==> src/rtl/calc_pkg.sv <==
// ---------------------------------------------------------------------------
// calc_pkg
// Shared types and constants for the calculator input front end.
//   opcode_t       : ALU operation selected from sw[1:0] on the opcode step
//   entry_state_t  : entry sequencer state; the encoding drives status LEDs
//   DATA_W_DEF     : default operand width (matches the 4-bit operand bus)
// ---------------------------------------------------------------------------
package calc_pkg;

  localparam int DATA_W_DEF = 4;

  typedef enum logic [1:0] {
    OP_ADD = 2'd0,
    OP_SUB = 2'd1,
    OP_AND = 2'd2,
    OP_OR  = 2'd3
  } opcode_t;

  typedef enum logic [1:0] {
    S_OP1  = 2'd0,
    S_OP2  = 2'd1,
    S_OPC  = 2'd2,
    S_SHOW = 2'd3
  } entry_state_t;

  // Opcode field taken from the two low switches.
  function automatic opcode_t opcode_from_sw(input logic [1:0] sw_lo);
    return opcode_t'(sw_lo);
  endfunction

endpackage

==> src/rtl/btn_debounce.sv <==
// ---------------------------------------------------------------------------
// btn_debounce
// Synchronises one raw asynchronous push-button, debounces it and emits a
// single-cycle pulse on each accepted press (release produces nothing).
// Ports:
//   clk      : system clock
//   reset    : synchronous, active-high reset
//   i_raw    : raw, bouncy, asynchronous button level
//   o_pulse  : one-cycle pulse when the debounced level rises
// ---------------------------------------------------------------------------
module btn_debounce #(
  parameter int DEBOUNCE_CYCLES = 1000000
) (
  input  logic clk,
  input  logic reset,
  input  logic i_raw,
  output logic o_pulse
);

  localparam int CNT_W = $clog2(DEBOUNCE_CYCLES + 1);
  localparam logic [CNT_W-1:0] CNT_LAST = CNT_W'(DEBOUNCE_CYCLES - 1);

  logic             r_sync1;
  logic             r_sync2;
  logic             r_db;
  logic             r_db_d;
  logic [CNT_W-1:0] r_cnt;

  // Two-flop synchroniser; r_sync2 is the metastability-safe level.
  always_ff @(posedge clk) begin
    if (reset) begin
      r_sync1 <= 1'b0;
      r_sync2 <= 1'b0;
    end else begin
      r_sync1 <= i_raw;
      r_sync2 <= r_sync1;
    end
  end

  // The level must differ from the accepted level for DEBOUNCE_CYCLES
  // consecutive cycles; any return to the accepted level restarts the count.
  always_ff @(posedge clk) begin
    if (reset) begin
      r_db   <= 1'b0;
      r_db_d <= 1'b0;
      r_cnt  <= '0;
    end else begin
      r_db_d <= r_db;
      if (r_sync2 == r_db) begin
        r_cnt <= '0;
      end else if (r_cnt == CNT_LAST) begin
        r_db  <= r_sync2;
        r_cnt <= '0;
      end else begin
        r_cnt <= r_cnt + CNT_W'(1);
      end
    end
  end

  // Rising edge of the debounced level; both terms are registered.
  assign o_pulse = r_db & ~r_db_d;

endmodule

==> src/rtl/calc_entry_ctrl.sv <==
// ---------------------------------------------------------------------------
// calc_entry_ctrl
// Input-side front end of the calculator: debounces the enter, mode and
// clear buttons and sequences operand1 -> operand2 -> opcode entry from the
// slide switches.
// Ports:
//   clk, reset      : system clock, synchronous active-high reset
//   sw              : slide switches, sampled only on an accepted enter
//   btn_*_raw       : raw asynchronous buttons (enter, mode, clear)
//   operand1/2      : captured operands
//   opcode          : captured operation (sw[1:0])
//   operands_valid  : one-cycle pulse when the opcode step completes
//   mode_change     : one-cycle pulse per accepted mode press
//   entry_state     : registered sequencer state for status LEDs
// ---------------------------------------------------------------------------
module calc_entry_ctrl
  import calc_pkg::*;
#(
  parameter int DEBOUNCE_CYCLES = 1000000,
  parameter int DATA_W          = DATA_W_DEF
) (
  input  logic              clk,
  input  logic              reset,
  input  logic [DATA_W-1:0] sw,
  input  logic              btn_enter_raw,
  input  logic              btn_mode_raw,
  input  logic              btn_clear_raw,
  output logic [DATA_W-1:0] operand1,
  output logic [DATA_W-1:0] operand2,
  output logic [1:0]        opcode,
  output logic              operands_valid,
  output logic              mode_change,
  output logic [1:0]        entry_state
);

  logic w_enter;
  logic w_mode;
  logic w_clear;

  entry_state_t      r_state;
  logic [DATA_W-1:0] r_operand1;
  logic [DATA_W-1:0] r_operand2;
  opcode_t           r_opcode;
  logic              r_valid;

  btn_debounce #(.DEBOUNCE_CYCLES(DEBOUNCE_CYCLES)) u_db_enter (
    .clk     (clk),
    .reset   (reset),
    .i_raw   (btn_enter_raw),
    .o_pulse (w_enter)
  );

  btn_debounce #(.DEBOUNCE_CYCLES(DEBOUNCE_CYCLES)) u_db_mode (
    .clk     (clk),
    .reset   (reset),
    .i_raw   (btn_mode_raw),
    .o_pulse (w_mode)
  );

  btn_debounce #(.DEBOUNCE_CYCLES(DEBOUNCE_CYCLES)) u_db_clear (
    .clk     (clk),
    .reset   (reset),
    .i_raw   (btn_clear_raw),
    .o_pulse (w_clear)
  );

  // Entry sequencer. Clear is checked first so a same-cycle enter is lost.
  always_ff @(posedge clk) begin
    if (reset) begin
      r_state    <= S_OP1;
      r_operand1 <= '0;
      r_operand2 <= '0;
      r_opcode   <= OP_ADD;
      r_valid    <= 1'b0;
    end else begin
      r_valid <= 1'b0;
      if (w_clear) begin
        r_state    <= S_OP1;
        r_operand1 <= '0;
        r_operand2 <= '0;
        r_opcode   <= OP_ADD;
      end else if (w_enter) begin
        case (r_state)
          S_OP1: begin
            r_operand1 <= sw;
            r_state    <= S_OP2;
          end
          S_OP2: begin
            r_operand2 <= sw;
            r_state    <= S_OPC;
          end
          S_OPC: begin
            r_opcode <= opcode_from_sw(sw[1:0]);
            r_valid  <= 1'b1;
            r_state  <= S_SHOW;
          end
          default: begin
            // S_SHOW: operands stay until overwritten by the next entry.
            r_state <= S_OP1;
          end
        endcase
      end
    end
  end

  assign operand1       = r_operand1;
  assign operand2       = r_operand2;
  assign opcode         = r_opcode;
  assign operands_valid = r_valid;
  assign entry_state    = r_state;
  // Mode presses bypass the sequencer entirely.
  assign mode_change    = w_mode;

endmodule
==> config.mk <==
export PLATFORM = sky130hd
export DESIGN_NAME = calc_entry_ctrl
export DESIGN_NICKNAME = d
export VERILOG_FILES = /design/src/rtl/calc_pkg.sv /design/src/rtl/btn_debounce.sv /design/src/rtl/calc_entry_ctrl.sv
export SDC_FILE = /design/constraint.sdc
export NUM_CORES = 1
export LEC_CHECK = 0
export ABC_AREA = 1
export CORE_MARGIN = 2
export CORE_UTILIZATION = 40
export CTS_CLUSTER_SIZE = 28
export DETAILED_ROUTE_END_ITERATION = 16
export PLACE_DENSITY_LB_ADDON = 0.08
export SYNTH_ARGS = -nofsm -noshare
export SYNTH_HDL_FRONTEND = slang
export SYNTH_SLANG_ARGS = --single-unit
==> constraint.sdc <==
create_clock -name clk -period 1.4 [get_ports clk]
set_clock_uncertainty 0.1 [all_clocks]
set_input_delay 0.21 -clock clk [delete_from_list [all_inputs] [get_ports clk]]
set_output_delay 0.21 -clock clk [all_outputs]
set_load 0.03 [all_outputs]
### Cell area per tile, run 1

Drawn at 4 px/um. 10 x 10 tiles, from black (low) to pale yellow (high), 0 to 100% covered.
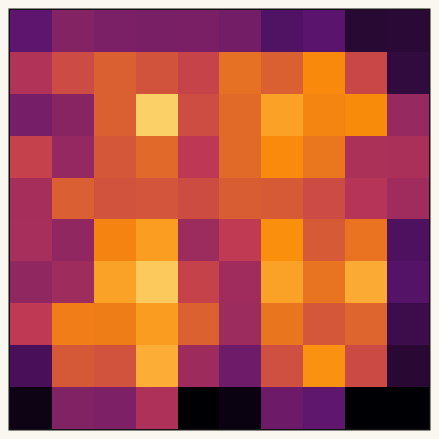
emptiest ninth of the die: south-east
tiles over 75% full: 11%
nearly empty tiles: 3.0%
fullest tile: 90%
densest ninth of the die: centre
mean over tiles: 49%
fin util: 56.8%
core area: 9820 sq um
FP Util: 41.4%

### Cells coloured by class, run 1

Drawn at 3 px/um.
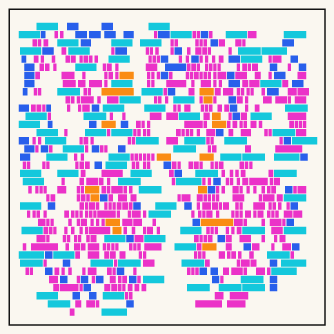
legend:
  blue:
    class: other buffers and delay cells
    cells: 87
    share_of_their_area: 13%
  magenta:
    class: combinational and other logic
    cells: 505
    share_of_their_area: 50%
  cyan:
    class: flops
    cells: 85
    share_of_their_area: 33%
  orange:
    class: clock drivers and dummy loads
    cells: 16
    share_of_their_area: 4.2%
flop share of the area: 31.7%
Rows: 36

==> results.tsv, run 1 <==
metric	value	unit
Top Layout Cells	142 x nand2_1, 107 x nor2_1, 63 x inv_1	
Syn Std Cell Area	4060	sq um
Clk network pwr share	44.4	%
Die X-Extent	105	um
syn nets	608	
data required time of the critical path	1540	ps
worst r2r dst	u_db_clear.r_cnt[11]$_SDFF_PP0_	
Num CTS Buffers	9	
Final Hold Fails	0	
Setup-failing EPs final	18	
post-placement cell count	796	
Post-DP Area	4850	sq um
post-route insts no fill	826	
fin crit period	1430	ps
PnR worst setup slack	-26.3	ps
and+or+nand+nor area frac	37.5	%
failing checks	negative setup slack	
critical path buffer and inverter count	0	
combinational power	0.000104	W
Most Crowded Layer GR	met2	
WP depth	6	
AND-OR/OR-AND Cells, Area Fraction	5.82	%
Setup crit end	u_db_clear.r_cnt[11]$_SDFF_PP0_	
r2r setup slk	-30	ps
Sw Share	22.9	%
Layout area overhead	37.3	%
Crit-path slowest cell	dfxtp_4	
GRT Residual Overflow	0	
Yosys chip area	4060	sq um
status	finished with violations	
GR met3 Demand/Resource	3.49	%
Post-layout nets	704	
top flop regs	u_db_clear.r_cnt (20), u_db_enter.r_cnt (20), u_db_mode.r_cnt (20)	
dpl ws	-302	ps
CP Launch Type	flop	
Worst slew margin	80.0	%
Overall Global Routing Usage	16.9	%
max-cap violation count	0	
Crit path max-delay family	simple AND/OR/NAND/NOR gates	
drt pass-1 iters	4	
Hold Path Depth	3	
DP HPWL	6260	um
most numerous logic cell after layout	nand2_1	
r2r worst-path depth	6	
synthesized area per cell	6.86	sq um
Main logic family	simple AND/OR/NAND/NOR gates	
Peak VDD IR	0.472	mV
Worst Hold Launch	btn_mode_raw	
deepest clock path buffer count	2	
fin. max-slew vios	0	
clock slew at reported path FFs	90	ps
Tot Pwr	0.00453	W
crit path DAT	1570	ps
Routed WL	9140	um
Leakage	2.02	nW
met2 usage	27.4	%
final instance area	5580	sq um
Critical Path, Cell by Cell	ha_4 > nand3_4 > nor2_4 > nand3_4 > nand2_8 > a21oi_1	
share of layout cells above drive strength 1	30.6	%
post-layout period usage of the worst path	102	%
yosys warns	0	
Max FO, Critical Path	5	
r2r startpoint	u_db_clear.r_cnt[0]$_SDFF_PP0_	
### Clock wiring as the flow saved it, run 1

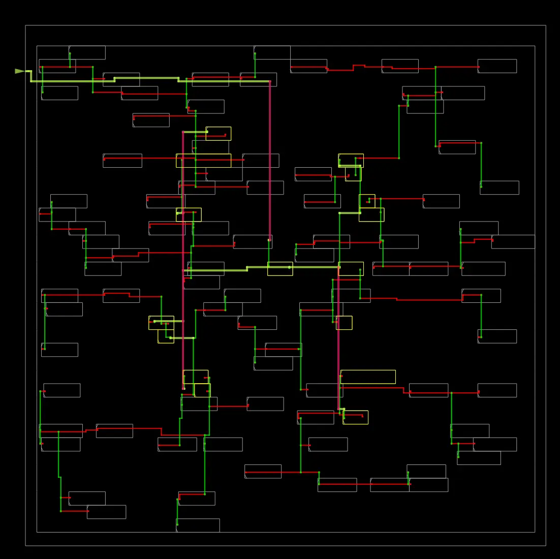
Sink Count: 85
clk ins delay skew pair: 360 ps
Clock buffer cells: 9

## run 1: cells in the mapped netlist
cell type / n / area share, %
nand4_1: 6 / 0.92
nor3_1: 6 / 0.74
xor2_1: 15 / 3.2
o21bai_1: 2 / 0.37
nor2_4: 4 / 1.1
nand2_4: 1 / 0.28
a211oi_1: 1 / 0.18
or2_2: 1 / 0.15
nor2_2: 4 / 0.62
inv_2: 3 / 0.28
dfxtp_1: 85 / 42
xnor2_1: 9 / 1.9
ha_1: 7 / 2.2
a21oi_1: 31 / 3.8
nand3_2: 6 / 1.5
buf_2: 2 / 0.25
inv_1: 66 / 6.1
o21ai_0: 8 / 0.99
nor2_1: 133 / 12
or2_0: 5 / 0.77
nand2_2: 3 / 0.46
nand3b_1: 1 / 0.18
o21bai_4: 1 / 0.46
nand3_1: 34 / 4.2
nand2_1: 155 / 14
buf_6: 3 / 0.83
## run 1: tightest hold or removal path: cells and delay by family
family	cells	cell delay, ps
buffers and inverters	2	440
and+or+nand+nor	1	30
## run 1: timing repair
item / 4_1_cts / 5_1_grt
buffers inserted: 1 / 10
hold buffers: 0 / 0
gates resized: 60 / 111
pin swaps: 8 / 47
endpoints found under the setup margin: 76 / 68
cloned: 1 / 2
hold endpoints to repair: 0 / 0
## run 1: routing by layer
metal,vias up,wire [um]
met5,-,0
met4,0,151
met3,13,272
met2,54,4210
met1,1685,4500
li1,2024,-
## run 1: layout make-up
cell class | count | area (sq um)
inverters | 69 | 264
flip-flops and latches | 85 | 1770
multi-input cells | 436 | 2430
well taps | 133 | 166
clock inverters | 7 | 104
repair buffers | 87 | 728
clock buffers | 9 | 124
fillers | 981 | 4240
## Run 2: what changed since run 1
SKIP_LAST_GASP = 1   (was not set)
### Cells coloured by class, run 2

Drawn at 3 px/um.
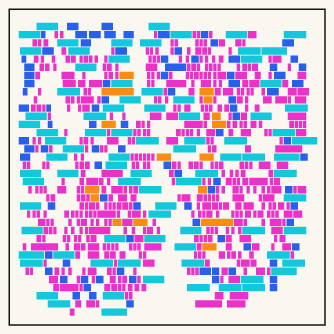
legend:
  magenta:
    class: combinational and other logic
    cells: 505
    share_of_their_area: 50%
  blue:
    class: other buffers and delay cells
    cells: 90
    share_of_their_area: 14%
  orange:
    class: clock drivers and dummy loads
    cells: 16
    share_of_their_area: 4.2%
  cyan:
    class: flops
    cells: 85
    share_of_their_area: 32%
flop share of the area: 31.4%
fin util: 57.2%
final instance area: 5620 sq um

==> results.tsv, run 2 <==
metric	value	unit	change
status	finished with violations		unchanged
failing checks	negative setup slack		unchanged
data required time of the critical path	1540	ps	about the same
and+or+nand+nor area frac	37.5	%	unchanged
most used flip-flop cell	dfxtp_1		unchanged
most numerous logic cell after layout	nand2_1		unchanged
Leakage	2.05	nW	was 2.02 nW
post-placement cell count	796		unchanged
post-route insts no fill	829		was 826
Main logic family	simple AND/OR/NAND/NOR gates		unchanged
Worst Hold Launch	btn_mode_raw		unchanged
share of layout cells above drive strength 1	31.3	%	was 30.6%
top flop regs	u_db_clear.r_cnt (20), u_db_enter.r_cnt (20), u_db_mode.r_cnt (20)		unchanged
Peak VDD IR	0.472	mV	about the same
PnR worst setup slack	-34.6	ps	was -26.3 ps
most frequent cells after synthesis	155 x nand2_1, 133 x nor2_1, 85 x dfxtp_1		unchanged
hold-fix buffers at CTS	0		unchanged
r2r setup slk	-30	ps	about the same
Yosys chip area	4060	sq um	unchanged
GRT Residual Overflow	0		unchanged
Syn Std Cell Area	4060	sq um	unchanged
DP HPWL	6260	um	unchanged
combinational power	0.000105	W	was 0.000104 W
post-synth top area cell	dfxtp_1		unchanged
crit path DAT	1580	ps	was 1570 ps
FP Util	41.4	%	unchanged
Die X-Extent	105	um	unchanged
Max FO, Critical Path	5		unchanged
post-CTS setup buffer count	1		unchanged
Setup-failing EPs final	20		was 18
syn nets	608		unchanged
fin crit period	1430	ps	about the same
drt pass-1 iters	4		unchanged
EDFF count, synth	0		unchanged
yosys warns	0		unchanged
### Clock wiring as the flow saved it, run 2

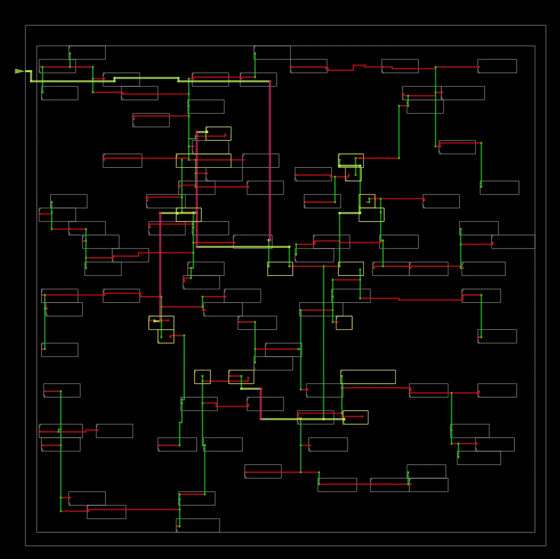
Flop Count: 85
P_clk: 0.00201 W
Num CTS Buffers: 9

[run 2: cell counts after synthesis]
No cell type changed its count.
[run 2: cell type report]
cell class / instances / area [sq um] / area share, %
multi-input combinational: 436 / 2440 / 43.5
sequential: 85 / 1760 / 31.4
timing repair buffer: 90 / 754 / 13.4
inverter: 69 / 264 / 4.70
tap: 133 / 166 / 2.96
clock buffer: 9 / 124 / 2.20
clock inverter: 7 / 104 / 1.85
[run 2: stage by stage]
stage                     cell area [sq um]  setup WS [ps]  power, W  hold WS [ps]  setup TNS (ps)
after floorplan                        4100          -53.6   0.00253           217           -53.6
after CTS                              5220          -31.7   0.00460           246           -66.9
after global routing                   5620          -71.4   0.00473           250           -2050
after detailed placement               4850           -302   0.00258           296          -13770
after global placement                 4850           -220   0.00258           290          -10010
final                                  5620          -34.6   0.00453           260            -310
[run 2: how the worst max path moves through the flow]
stage                                   start                         endpoint  slack [ps]  cells past startpoint
2_1_floorplan     entry_state[1]$_SDFFE_PP0N_      entry_state[0]$_SDFFE_PP0N_         -50                      6
3_3_place_gp                            reset    u_db_mode.r_cnt[2]$_SDFF_PP0_        -220                      6
3_5_place_dp                            reset    u_db_mode.r_cnt[2]$_SDFF_PP0_        -300                      6
4_1_cts           entry_state[1]$_SDFFE_PP0N_                   entry_state[1]         -30                      1
5_1_grt         u_db_mode.r_cnt[4]$_SDFF_PP0_   u_db_mode.r_cnt[17]$_SDFF_PP0_         -70                      8
6_report       u_db_clear.r_cnt[0]$_SDFF_PP0_  u_db_clear.r_cnt[11]$_SDFF_PP0_         -30                      6
[run 2: metal layers]
metal	up-vias	share of wire, %	GRT usage, %
met5	-	0	0
met4	0	1.3	6.76
met3	13	3.1	3.49
met2	52	47	27.4
met1	1704	49	22.2
li1	2031	-	-
Power figures rest on the tool's default switching activity, not on a simulated workload.
